==> src/rtl/lab3_keypad_pkg.sv <==
`default_nettype none
// ============================================================================
// Module   : lab3_keypad_pkg
// Purpose  : Shared types, constants and helpers for the 4x4 keypad scanner.
// Revision : 1.0 - initial release
// ============================================================================
package lab3_keypad_pkg;

  typedef enum logic [1:0] {
    SCAN       = 2'd0,
    PRESS_DB   = 2'd1,
    HELD       = 2'd2,
    RELEASE_DB = 2'd3
  } kp_state_t;

  localparam logic [3:0] ROW_RESET = 4'b1110;
  localparam logic [7:0] NO_KEY    = 8'h00;

  // Larger of two elaboration-time values, used to size the shared counters.
  function automatic int kp_max(input int a, input int b);
    return (a > b) ? a : b;
  endfunction

  // One-hot select of the lowest-index low (pressed) column; col0 wins.
  function automatic logic [3:0] kp_lowest_low(input logic [3:0] c);
    logic [3:0] sel;
    sel = 4'b0000;
    if (!c[0])      sel = 4'b0001;
    else if (!c[1]) sel = 4'b0010;
    else if (!c[2]) sel = 4'b0100;
    else if (!c[3]) sel = 4'b1000;
    return sel;
  endfunction

endpackage
`default_nettype wire

==> src/rtl/lab3_sync2.sv <==
`default_nettype none
// ============================================================================
// Module   : lab3_sync2
// Purpose  : Parameterized-width two-flop synchronizer; resets to all ones so
//            pulled-up, active-low inputs read as idle out of reset.
// Revision : 1.0 - initial release
// ============================================================================
module lab3_sync2 #(
  parameter int WIDTH = 4
) (
  input  logic             clk,
  input  logic             reset,
  input  logic [WIDTH-1:0] d,
  output logic [WIDTH-1:0] q
);

  logic [WIDTH-1:0] meta_q;
  logic [WIDTH-1:0] sync_q;

  // Two back-to-back flops resolve metastability from the asynchronous input.
  always_ff @(posedge clk or posedge reset) begin
    if (reset) begin
      meta_q <= '1;
      sync_q <= '1;
    end else begin
      meta_q <= d;
      sync_q <= meta_q;
    end
  end

  assign q = sync_q;

endmodule
`default_nettype wire

==> src/rtl/lab3_keypad_scanner.sv <==
`default_nettype none
// ============================================================================
// Module   : lab3_keypad_scanner
// Purpose  : 4x4 matrix keypad scanner. Drives one row low at a time, samples
//            synchronized columns, debounces press and release, and emits a
//            one-cycle new_key strobe with a stable {row,col} one-hot code.
// Options  : define KEYPAD_REPEAT_EN to re-strobe a held key every
//            REPEAT_CYCLES cycles.
// Revision : 1.0 - initial release
// ============================================================================
module lab3_keypad_scanner
  import lab3_keypad_pkg::*;
#(
  parameter int SCAN_DIV        = 1000,
  parameter int DEBOUNCE_CYCLES = 240000,
  parameter int REPEAT_CYCLES   = 24000000
) (
  input  logic       int_osc,
  input  logic       reset,
  input  logic [3:0] cols,
  output logic [3:0] rows,
  output logic [7:0] keypress,
  output logic       new_key
);

`ifdef KEYPAD_REPEAT_EN
  localparam int CNT_MAX = kp_max(kp_max(SCAN_DIV, DEBOUNCE_CYCLES), REPEAT_CYCLES);
`else
  localparam int CNT_MAX = kp_max(SCAN_DIV, DEBOUNCE_CYCLES);
`endif
  localparam int             CNT_W     = $clog2(CNT_MAX);
  localparam logic [CNT_W-1:0] SCAN_LAST = CNT_W'(SCAN_DIV - 1);
  localparam logic [CNT_W-1:0] DB_LAST   = CNT_W'(DEBOUNCE_CYCLES - 1);

  logic [3:0]       col_s;
  kp_state_t        state_q,    state_d;
  logic [CNT_W-1:0] scan_cnt_q, scan_cnt_d;
  logic [CNT_W-1:0] db_cnt_q,   db_cnt_d;
  logic [3:0]       rows_q,     rows_d;
  logic [3:0]       cap_col_q,  cap_col_d;
  logic [7:0]       keypress_q, keypress_d;
  logic             new_key_q,  new_key_d;
  logic [3:0]       rows_next;
  logic             cap_low;

  lab3_sync2 #(.WIDTH(4)) u_col_sync (
    .clk   (int_osc),
    .reset (reset),
    .d     (cols),
    .q     (col_s)
  );

  assign rows_next = {rows_q[2:0], rows_q[3]};
  assign cap_low   = ((col_s & cap_col_q) == 4'b0000);

`ifdef KEYPAD_REPEAT_EN
  localparam logic [CNT_W-1:0] RPT_LAST = CNT_W'(REPEAT_CYCLES - 1);
  logic [CNT_W-1:0] rpt_cnt_q, rpt_cnt_d;

  // Repeat counter register; only present when auto-repeat is built in.
  always_ff @(posedge int_osc or posedge reset) begin
    if (reset) rpt_cnt_q <= '0;
    else       rpt_cnt_q <= rpt_cnt_d;
  end
`else
  // Without auto-repeat the repeat interval has no effect on the hardware.
  if (REPEAT_CYCLES < 1) begin : g_repeat_unused
  end
`endif

  // Next-state logic: scan rows, debounce the captured column, strobe once.
  always_comb begin
    state_d    = state_q;
    scan_cnt_d = scan_cnt_q;
    db_cnt_d   = db_cnt_q;
    rows_d     = rows_q;
    cap_col_d  = cap_col_q;
    keypress_d = keypress_q;
    new_key_d  = 1'b0;
`ifdef KEYPAD_REPEAT_EN
    rpt_cnt_d  = rpt_cnt_q;
`endif
    case (state_q)
      SCAN: begin
        if (scan_cnt_q >= SCAN_LAST) begin
          scan_cnt_d = '0;
          if (&col_s) begin
            rows_d = rows_next;
          end else begin
            cap_col_d = kp_lowest_low(col_s);
            db_cnt_d  = '0;
            state_d   = PRESS_DB;
          end
        end else begin
          scan_cnt_d = scan_cnt_q + 1'b1;
        end
      end
      PRESS_DB: begin
        if (!cap_low) begin
          state_d    = SCAN;
          rows_d     = rows_next;
          scan_cnt_d = '0;
        end else if (db_cnt_q >= DB_LAST) begin
          keypress_d = {~rows_q, cap_col_q};
          new_key_d  = 1'b1;
          state_d    = HELD;
`ifdef KEYPAD_REPEAT_EN
          rpt_cnt_d  = '0;
`endif
        end else begin
          db_cnt_d = (db_cnt_q == '1) ? db_cnt_q : db_cnt_q + 1'b1;
        end
      end
      HELD: begin
        if (!cap_low) begin
          state_d  = RELEASE_DB;
          db_cnt_d = '0;
        end
`ifdef KEYPAD_REPEAT_EN
        else if (rpt_cnt_q >= RPT_LAST) begin
          new_key_d = 1'b1;
          rpt_cnt_d = '0;
        end else begin
          rpt_cnt_d = rpt_cnt_q + 1'b1;
        end
`endif
      end
      RELEASE_DB: begin
        if (cap_low) begin
          state_d = HELD;
`ifdef KEYPAD_REPEAT_EN
          rpt_cnt_d = '0;
`endif
        end else if (db_cnt_q >= DB_LAST) begin
          state_d    = SCAN;
          rows_d     = rows_next;
          scan_cnt_d = '0;
        end else begin
          db_cnt_d = (db_cnt_q == '1) ? db_cnt_q : db_cnt_q + 1'b1;
        end
      end
      default: state_d = SCAN;
    endcase
  end

  // State registers with asynchronous reset to the idle scan position.
  always_ff @(posedge int_osc or posedge reset) begin
    if (reset) begin
      state_q    <= SCAN;
      scan_cnt_q <= '0;
      db_cnt_q   <= '0;
      rows_q     <= ROW_RESET;
      cap_col_q  <= 4'b0000;
      keypress_q <= NO_KEY;
      new_key_q  <= 1'b0;
    end else begin
      state_q    <= state_d;
      scan_cnt_q <= scan_cnt_d;
      db_cnt_q   <= db_cnt_d;
      rows_q     <= rows_d;
      cap_col_q  <= cap_col_d;
      keypress_q <= keypress_d;
      new_key_q  <= new_key_d;
    end
  end

  assign rows     = rows_q;
  assign keypress = keypress_q;
  assign new_key  = new_key_q;

endmodule
`default_nettype wire

==> config.mk <==
export PLATFORM = sky130hd
export DESIGN_NAME = lab3_keypad_scanner
export DESIGN_NICKNAME = d
export VERILOG_FILES = /design/src/rtl/lab3_keypad_pkg.sv /design/src/rtl/lab3_sync2.sv /design/src/rtl/lab3_keypad_scanner.sv
export SDC_FILE = /design/constraint.sdc
export NUM_CORES = 1
export LEC_CHECK = 0
export ABC_AREA = 1
export CAP_MARGIN = 25
export CORE_MARGIN = 1.5
export CORE_UTILIZATION = 60
export DETAILED_ROUTE_END_ITERATION = 8
export HOLD_SLACK_MARGIN = 0.08
export PLACE_DENSITY = 0.8
export SLEW_MARGIN = 20
export SYNTH_ARGS = -nofsm -noshare
export SYNTH_HDL_FRONTEND = slang
export SYNTH_SLANG_ARGS = --single-unit
==> constraint.sdc <==
create_clock -name int_osc -period 2.4 [get_ports int_osc]
set_input_delay 0.36 -clock int_osc [delete_from_list [all_inputs] [get_ports int_osc]]
set_output_delay 0.36 -clock int_osc [all_outputs]
set_load 0.02 [all_outputs]
==> metrics.csv <==
stage;metric;value;unit
logic_synthesis;number of cell instances after yosys synthesis;437;
cts;TritonCTS Sinks;63;
cts;clock buffer depth;2;
logic_synthesis;portion of synthesized cell area occupied by the leading cell type;37.6;%
sta;setup TNS;0;ps
floorplan;die height;78.9;um
floorplan;top-level port count;19;
final_layout;post-layout instance count excluding filler cells;537;
final_layout;most frequent logic cells in the routed design;122 x nand2_1, 61 x nor2_1, 52 x dfrtp_1;
critical_path;last element of the critical path;scan_cnt_q[17];
logic_synthesis;prevailing post-synth register cell;dfrtp_1;
logic_synthesis;area of the mapped netlist;3460;um^2
floorplan;placement row count;27;
final_layout;layout overhead on the synthesized area;12.5;%
critical_path;CP max stage delay;490;ps
floorplan;Initial Utilization;62.4;%
global_route;number of global-route vias before repair;2676;
detailed_routing;Met1 Wirelength;3.18;mm
critical_path;worst path buffer plus inverter count;2;
critical_path;origin of the critical flop-to-flop path;state_q[0];
sta;Hold Violations, Final;0;
job;max-capacitance violation count;0;
critical_path;setup slack on the worst flop-to-flop path;460;ps
run_status;outcome;completed;
critical_path;start-to-end type of the worst setup path;reg -> reg;
logic_synthesis;area fraction in full adders, half adders and majority gates;0.724;%
global_route;largest net degree at the start of global routing;32;
logic_synthesis;Async SR Flop Fraction;100;%
detailed_routing;post-detailed-route count of antenna-violating nets;0;
critical_path;first element of the critical path;state_q[0];
detailed_routing;number of remaining DRC errors;0;
critical_path;endpoint arrival time on the critical path;2170;ps
logic_synthesis;Logic family by area;simple AND/OR/NAND/NOR gates;
final_layout;total inserted antenna cells;0;
cts;Clock transition at path regs;70;ps
logic_synthesis;number of nets in the synthesized netlist;445;
sta;final clock skew;5.18;ps
global_route;antenna violations before repair;0;
cts;TritonCTS Buffers;9;
power;PD cells;551;nW/um^2
critical_path;type of origin of the critical path;flop;
placed_design;setup slack at placement;489;ps
critical_path;Crit Reg-Reg Endpoint;scan_cnt_q[17];
logic_synthesis;sequential area share after synthesis;46.0;%
placed_design;global placement routability congestion;0.878;
final_layout;count of nets after finishing;468;
cts;buffer count from post-CTS setup fixing;0;
==> flip-flops by register name, summed over array words and instances, names as in the netlist, named ones only <==
signal,count
keypress,8
db_cnt_q,18
scan_cnt_q,18
cap_col_q,4
state_q,1
u_col_sync.q,4
u_col_sync.meta_q,4
new_key,1
rows,4
==> area by class of cell <==
class / count / area [um^2]
fillers: 449 / 1650
multi-input cells: 318 / 1610
flip-flops and latches: 63 / 1590
repair buffers: 21 / 203
inverters: 47 / 179
clock buffers: 9 / 124
clock inverters: 7 / 97.6
well taps: 72 / 90.1
==> report_power, final <==
part / switching, mW / internal [mW]
clock: 0.444 / 0.585
sequential: 0.00411 / 1.07
combinational: 0.0251 / 0.0115
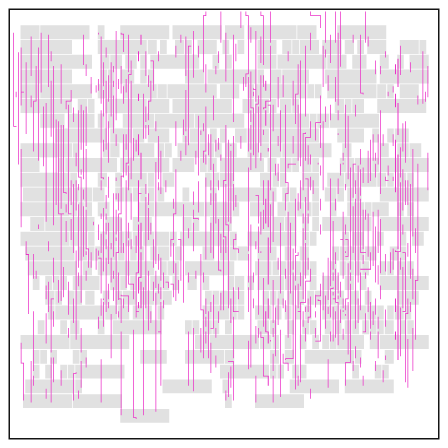
(images/m2.png)
- share of all routed wire: 50%
- longest straight run: 29.2 um
- wire length on this layer: 3540 um
- main direction: vertical
total wire length after detailed routing: 7.13 mm
overall via count from detail_route: 2844
GRT met2 Usage: 42.8%

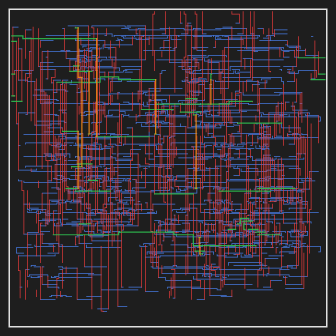
(images/layers.png)
- M2: red (wire length 3540 um)
- M4: orange (wire length 132 um)
- M1: blue (wire length 3180 um)
- M3: green (wire length 277 um)
routed length per placed instance: 13.3 um
GR Util All Layers: 25.4%

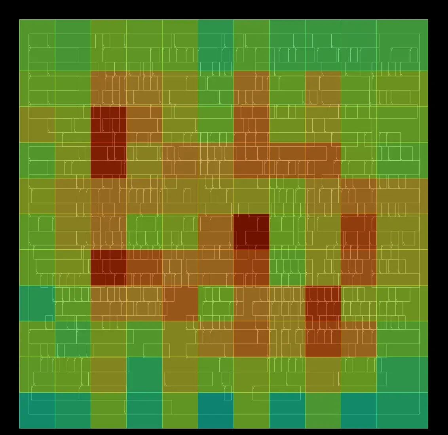
(images/congestion_map.png)
grt met3 use: 7.70%
highest-utilization routing layer at the global route stage: met2
share of the core filled with cells: 70.2%
Global Route met1 Usage: 30.8%

Power and IR drop assume default switching activity.
